**Track usage over the die**

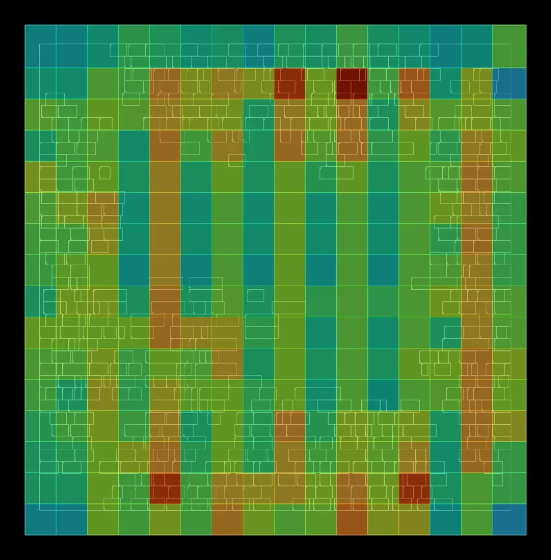
**Wire density map**

The die is cut into 22 by 23 equal tiles; white is low, dark blue is high, scaled to the fullest tile. Values are wire area over tile area, all layers added.
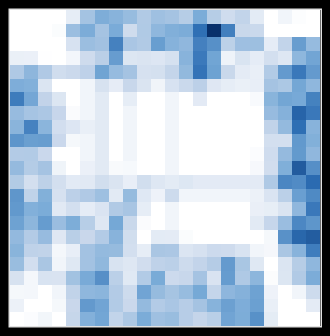
**The metal 1 layer**

Bar = 20 um. Cells faint in the background.
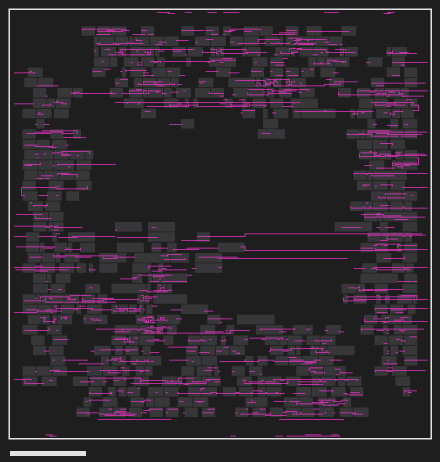
**Metal layers overlaid**

Bar = 20 um. Only two layers are drawn.
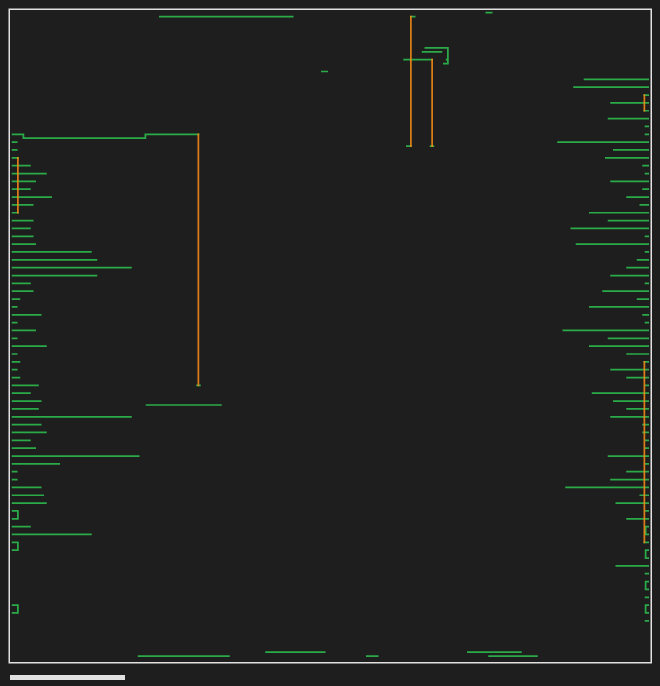
**Layout detail**

Bar = 5 um. Region (73, 75) to (93, 95) um. Cells in grey, sequential cells in the stronger grey; small squares are vias.
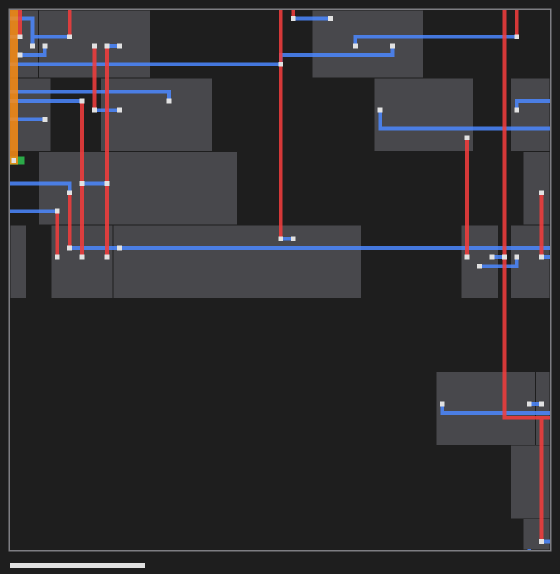
File: config.mk
export PLATFORM = sky130hd
export DESIGN_NAME = wb_slave_arbiter
export DESIGN_NICKNAME = d
export VERILOG_FILES = /design/src/rtl/wb_arb_pkg.sv /design/src/rtl/wb_rr_pick.sv /design/src/rtl/wb_slave_arbiter.sv
export SDC_FILE = /design/constraint.sdc
export NUM_CORES = 1
export LEC_CHECK = 0
export ABC_AREA = 1
export CAP_MARGIN = 30
export CORE_AREA = 3 3 108 110
export CTS_CLUSTER_SIZE = 12
export DETAILED_ROUTE_END_ITERATION = 7
export DIE_AREA = 0 0 111 113
export PLACE_DENSITY = 0.56
export SLEW_MARGIN = 20
export SYNTH_ARGS = -nofsm -noshare
export SYNTH_HDL_FRONTEND = slang
export SYNTH_SLANG_ARGS = --single-unit
File: constraint.sdc
create_clock -name clk -period 1.2 [get_ports clk]
set_input_delay 0.36 -clock clk [delete_from_list [all_inputs] [get_ports clk]]
set_output_delay 0.36 -clock clk [all_outputs]
set_load 0.03 [all_outputs]
File: src/rtl/wb_arb_pkg.sv
// Shared types and helpers for the Wishbone slave arbiter.
// The optional watchdog is enabled by defining WB_ARB_TIMEOUT_EN.
package wb_arb_pkg;

  // Arbiter states.
  typedef enum logic [1:0] {
    IDLE  = 2'd0,
    GRANT = 2'd1,
    ABORT = 2'd2
  } arb_state_e;

  // Plain constants for the state register encoding.
  localparam logic [1:0] ST_IDLE  = 2'd0;
  localparam logic [1:0] ST_GRANT = 2'd1;
  localparam logic [1:0] ST_ABORT = 2'd2;

  // Watchdog counter width.
  localparam int TO_CNT_W = 16;

  // Width of an index into n masters; at least one bit.
  function automatic int idx_w(input int n);
    return (n > 1) ? $clog2(n) : 1;
  endfunction

endpackage

File: src/rtl/wb_rr_pick.sv
// Combinational round-robin picker: finds the first requester strictly
// after 'last', wrapping circularly, using a double-width masked search.
import wb_arb_pkg::*;

module wb_rr_pick #(
  parameter int N  = 2,
  parameter int IW = idx_w(N)
) (
  input  logic [N-1:0]  req,
  input  logic [IW-1:0] last,
  output logic          valid,
  output logic [IW-1:0] index
);

  logic [N-1:0]   above_mask;
  logic [2*N-1:0] dbl_req;

  // Mask keeps only requesters with an index above the last grant.
  generate
    for (genvar gi = 0; gi < N; gi++) begin : g_mask
      assign above_mask[gi] = (IW'(gi) > last);
    end
  endgenerate

  // Lower half holds the masked requests, upper half the wrapped ones;
  // the lowest set bit of the combined vector is the round-robin winner.
  always_comb begin
    dbl_req = {req, req & above_mask};
    valid   = |req;
    index   = '0;
    for (int i = 2*N-1; i >= 0; i--) begin
      if (dbl_req[i]) index = IW'(i % N);
    end
  end

endmodule

File: src/rtl/wb_slave_arbiter.sv
// Round-robin arbiter sharing one pipelined Wishbone slave among
// NUM_MASTERS masters. A grant is held for a whole cyc; one idle cycle
// always separates two grants. Define WB_ARB_TIMEOUT_EN to add a
// watchdog that errors and aborts a cycle the slave never answers.
import wb_arb_pkg::*;

module wb_slave_arbiter #(
  parameter int NUM_MASTERS    = 2,
  parameter int ADR_W          = 30,
  parameter int DAT_W          = 32,
  parameter int TIMEOUT_CYCLES = 255
) (
  input  logic                                clk,
  input  logic                                rst_n,
  input  logic [NUM_MASTERS-1:0]              m_cyc,
  input  logic [NUM_MASTERS-1:0]              m_stb,
  input  logic [NUM_MASTERS-1:0]              m_we,
  input  logic [NUM_MASTERS*ADR_W-1:0]        m_adr,
  input  logic [NUM_MASTERS*DAT_W-1:0]        m_dat_w,
  input  logic [NUM_MASTERS*(DAT_W/8)-1:0]    m_sel,
  output logic [NUM_MASTERS-1:0]              m_ack,
  output logic [NUM_MASTERS-1:0]              m_err,
  output logic [NUM_MASTERS-1:0]              m_stall,
  output logic [DAT_W-1:0]                    m_dat_r,
  output logic                                s_cyc,
  output logic                                s_stb,
  output logic                                s_we,
  output logic [ADR_W-1:0]                    s_adr,
  output logic [DAT_W-1:0]                    s_dat_w,
  output logic [DAT_W/8-1:0]                  s_sel,
  input  logic                                s_ack,
  input  logic                                s_err,
  input  logic                                s_stall,
  input  logic [DAT_W-1:0]                    s_dat_r,
  output logic [NUM_MASTERS-1:0]              grant
);

  localparam int IW    = idx_w(NUM_MASTERS);
  localparam int SEL_W = DAT_W / 8;
  localparam logic [TO_CNT_W-1:0] TO_LIMIT = TO_CNT_W'(TIMEOUT_CYCLES - 1);

  logic [1:0]             state_reg, state_next;
  logic [NUM_MASTERS-1:0] grant_reg, grant_next;
  // last_reg doubles as the granted index: it is only updated when a
  // grant is issued, so it always names the current owner in GRANT/ABORT.
  logic [IW-1:0]          last_reg, last_next;

  logic                   pick_valid;
  logic [IW-1:0]          pick_idx;
  logic                   to_hit;
  logic                   cyc_g;

  logic [ADR_W-1:0]       adr_arr [NUM_MASTERS];
  logic [DAT_W-1:0]       dat_arr [NUM_MASTERS];
  logic [SEL_W-1:0]       sel_arr [NUM_MASTERS];

  // Unpack the per-master buses into arrays for indexed muxing.
  generate
    for (genvar gi = 0; gi < NUM_MASTERS; gi++) begin : g_unpack
      assign adr_arr[gi] = m_adr[gi*ADR_W +: ADR_W];
      assign dat_arr[gi] = m_dat_w[gi*DAT_W +: DAT_W];
      assign sel_arr[gi] = m_sel[gi*SEL_W +: SEL_W];
    end
  endgenerate

  wb_rr_pick #(
    .N  (NUM_MASTERS),
    .IW (IW)
  ) u_pick (
    .req   (m_cyc),
    .last  (last_reg),
    .valid (pick_valid),
    .index (pick_idx)
  );

  assign cyc_g   = m_cyc[last_reg];
  assign grant   = grant_reg;
  assign m_dat_r = s_dat_r;

`ifdef WB_ARB_TIMEOUT_EN
  logic [TO_CNT_W-1:0] wdog_reg, wdog_next;
  logic                wait_cycle;

  // A wait cycle is an open slave cycle in GRANT with no response.
  assign wait_cycle = (state_reg == ST_GRANT) && cyc_g && !s_ack && !s_err;
  assign to_hit     = wait_cycle && (wdog_reg == TO_LIMIT);

  // Watchdog counts consecutive wait cycles; any response or state change clears it.
  always_comb begin
    wdog_next = '0;
    if (wait_cycle && !to_hit) wdog_next = wdog_reg + 1'b1;
  end

  // Watchdog register.
  always_ff @(posedge clk or negedge rst_n) begin
    if (!rst_n) wdog_reg <= '0;
    else        wdog_reg <= wdog_next;
  end
`else
  logic unused_to;

  assign to_hit    = 1'b0;
  assign unused_to = ^TO_LIMIT;
`endif

  // Next-state logic: arbitrate in IDLE, hold while the owner keeps cyc.
  always_comb begin
    state_next = state_reg;
    grant_next = grant_reg;
    last_next  = last_reg;
    case (state_reg)
      ST_IDLE: begin
        if (pick_valid) begin
          state_next           = ST_GRANT;
          grant_next           = '0;
          grant_next[pick_idx] = 1'b1;
          last_next            = pick_idx;
        end
      end
      ST_GRANT: begin
        if (!cyc_g) begin
          state_next = ST_IDLE;
          grant_next = '0;
        end else if (to_hit) begin
          state_next = ST_ABORT;
        end
      end
      ST_ABORT: begin
        if (!cyc_g) begin
          state_next = ST_IDLE;
          grant_next = '0;
        end
      end
      default: begin
        state_next = ST_IDLE;
        grant_next = '0;
      end
    endcase
  end

  // State, grant and round-robin pointer registers.
  always_ff @(posedge clk or negedge rst_n) begin
    if (!rst_n) begin
      state_reg <= ST_IDLE;
      grant_reg <= '0;
      last_reg  <= IW'(NUM_MASTERS - 1);
    end else begin
      state_reg <= state_next;
      grant_reg <= grant_next;
      last_reg  <= last_next;
    end
  end

  // Bus routing: the owner talks to the slave in GRANT, everyone else stalls.
  always_comb begin
    s_cyc   = 1'b0;
    s_stb   = 1'b0;
    s_we    = m_we[last_reg];
    s_adr   = adr_arr[last_reg];
    s_dat_w = dat_arr[last_reg];
    s_sel   = sel_arr[last_reg];
    m_ack   = '0;
    m_err   = '0;
    m_stall = '1;
    if (state_reg == ST_GRANT) begin
      s_cyc             = cyc_g;
      s_stb             = m_stb[last_reg] & cyc_g;
      m_stall[last_reg] = s_stall;
      m_ack[last_reg]   = s_ack;
      m_err[last_reg]   = s_err | to_hit;
    end
  end

endmodule

==> reports/qor.yml <==
status: "complete, but fails checks"
violations: "negative setup slack"
grt_max_degree: 23
cts_buffers: 3
rsz0062_at_grt: "true"
vias: 2508
drt-total-wl_um: 8320
peakVddDrop_v: 0.00114
drtIter0Drc: 43
yosys-stat-cells: 287
crit_fanout: 3
swShare_pct: 52.1
slew_headroom_pct: 79.8
globalplace.congestion: 0.813
numPortBuffers: 219
fin_ws_ps: -620
power_frac_comb_pct: 94.6
p_seq_mw: 0.319
fillers: 1030
synth.distinct_cells: 16
critPathMaxStageDelay_ps: 550
chipArea_mm2: 0.0125
net-switching-power_mw: 5.98
p_per_area_mw_per_mm2: 2320
final_common_cell: "clkdlybuf4s50_1"
netlist_area_mm2: 0.00136
cts.path.max_buffers: 2
internal-power_mw: 5.50
place_ws_ps: -552
timing.fmax_mhz: 549
synth.avg_cell_area_um2: 4.75
synth-warning-count: 0
crit_family: "flip-flops"
numSynthFlops: 4
synthCells: 287
dpl_cell_area_mm2: 0.00411
nets: 670
fp.coreArea_mm2: 0.0108
fin_area_mm2: 0.00495
cts_htree_levels: 1
synth_top_area_share_pct: 58.6
syn_nets: 462
cts_hold_buf: 0
cts_tree: "built"
grt_usage_pct: 12.1
largest_reg_flops: 2
clock-sinks: 4
path_clk_slew_ps: 40
crit_type: "flip-flop to output pin"
top_power_group: "combinational cells"
p_leak_nw: 2.29
period_used_pct: 152
comb-power_mw: 10.9
rows: 38
initCoreUtil_pct: 12.6
slew_violations: 0
overflow: 0
yosysTopAreaCell: "nand2_1"
cp_common_cell: "buf_12"
dp_hpwl_um: 6700
ys_top_cells_by_area: "nand2_1 59%, buf_4 22%, dfrtp_1 5.5%"
start_kind: "flip-flop"
hold_path_class: "input port to async pin"
yosysSeqAreaShare_pct: 7.43
crit_buf_inv: 4
antenna_found_initial: 0
grt_pass1_vias: 2568
cp_data_arrival_time_ps: 1460
postRouteAntennaNets: 0
worst_pin_slew_ps: 302
finClkSkew_ps: 6.77
cp-end-kind: "output pin"
finalSetupViolations: 77
min_period_ps: 1820
drive_gt1_share_pct: 56.5
maxCapViolations: 0
viasPerCell: 3.96
slowest_stage: "dfstp_2"
die_x_um: 111
synth_chip_area_mm2: 0.00136
clk_latency_ps: 220
required_ps: 840
p_clk_mw: 0.298
final-hold-violation-count: 0
pwr-share-clk_pct: 2.6
diodes: 0
seqCellArea_um2: 101
pwr-share-seq_pct: 2.8
area_growth_pct: 263
tool_warnings: 29
first_pass_iters: 4
final_layout_top_logic_cells: "140 x clkdlybuf4s50_1, 88 x nand2_4, 72 x buf_6"
grt_pass1_wl_um: 12500
drc: 0
die_h_um: 113
ios: 284
cts_root_buf: "clkbuf_8"
comb_area_mm2: 0.00178
path_cells: "buf_12 > buf_12 > nand3_4 > nand2_4 > inv_4 > a21oi_4 > buf_6"
Notes on 'track usage over the die' above:
grt met2 use: 23.9%
final core occ: 45.9%
GR peak layer: met2
Avg WL per Cell: 13.1 um
GR Layer Usage met1: 12.4%

Notes on 'wire density map' above:
emptiest ninth of the die = centre
mean over tiles = 0.11
densest ninth of the die = north
tiles over half the peak = 13%
nearly empty tiles = 21%
fullest tile = 0.45

Notes on 'the metal 1 layer' above:
longest straight run = 47.4 um
nets with wire on the layer = 503
main direction = horizontal
share of all routed wire = 34%
wire length on this layer = 2790 um

Notes on 'metal layers overlaid' above:
M4 -> orange  # wire length 124 um
M3 -> green  # wire length 688 um

Notes on 'layout detail' above:
M1 -> blue
M4 -> orange
M3 -> green
M2 -> red
most frequent = nand2_1 (2), nand2_4 (2), clkdlybuf4s50_1 (2)
cells with their middle in the window = 10
sequential cells in the window = 0

-- per-stage QoR --
step                setup TNS [ps]  hold slack [ps]  total power [mW]  instances
floorplan                   -14500             64.4              5.97        287
detailed placement          -30790              527              8.91        619
global placement            -30310              530              8.86        619
global route                -45770              359              12.1        634
CTS                         -42200              356              11.2        630
finish                      -41130              355              11.5        634
-- kinds of logic after synthesis --
logic type             after synthesis  share of synthesized area (%)
flip-flops                           4                           7.43
buffers and inverters               54                           27.9
AND-OR/OR-AND                        3                           1.38
AND/OR/NAND/NOR                    226                           63.3
-- layer usage --
layer,global-route usage [%],vias to the layer above,part of all wire (%)
met5,0,-,0
met3,3.64,12,8.3
met2,23.9,133,57
met1,12.4,1130,34
met4,2.87,0,1.5
li1,-,1233,-
-- cell usage after synthesis (all sizes together) --
| cell type | n |
|---|---|
| nand2 | 214 |
| buf | 48 |
| inv | 6 |
| nand3 | 6 |
| nor2 | 6 |
| dfrtp | 3 |
| o21ai | 2 |
| a21oi | 1 |
| dfstp | 1 |
-- what timing repair did --
| action | CTS | global route |
|---|---|---|
| gates resized | 159 | 22 |
| setup endpoints to repair | 79 | 79 |
| gates cloned | 2 | 3 |
| pin swaps | 4 | 2 |
| setup buffers | 5 | 1 |
-- final timing paths --
check	to	cells past startpoint	start	slack [ps]
min reg2reg	grant[1]	2	grant[1]	530
max	s_stb	7	last_reg	-620
min in group clk	grant[1]	2	grant[1]	530
max reg2reg	grant[0]	7	last_reg	-80
min	grant[1]	1	rst_n	350
max in group asynchronous	last_reg	1	rst_n	590
-- cell type report --
class | count | area share (%)
Tap cell | 140 | 3.54
Sequential cell | 4 | 2.05
Timing Repair Buffer | 251 | 56.8
Clock buffer | 4 | 0.910
Inverter | 6 | 0.834
Multi-Input combinational cell | 229 | 35.9
Power is estimated from default activity; no workload was simulated.
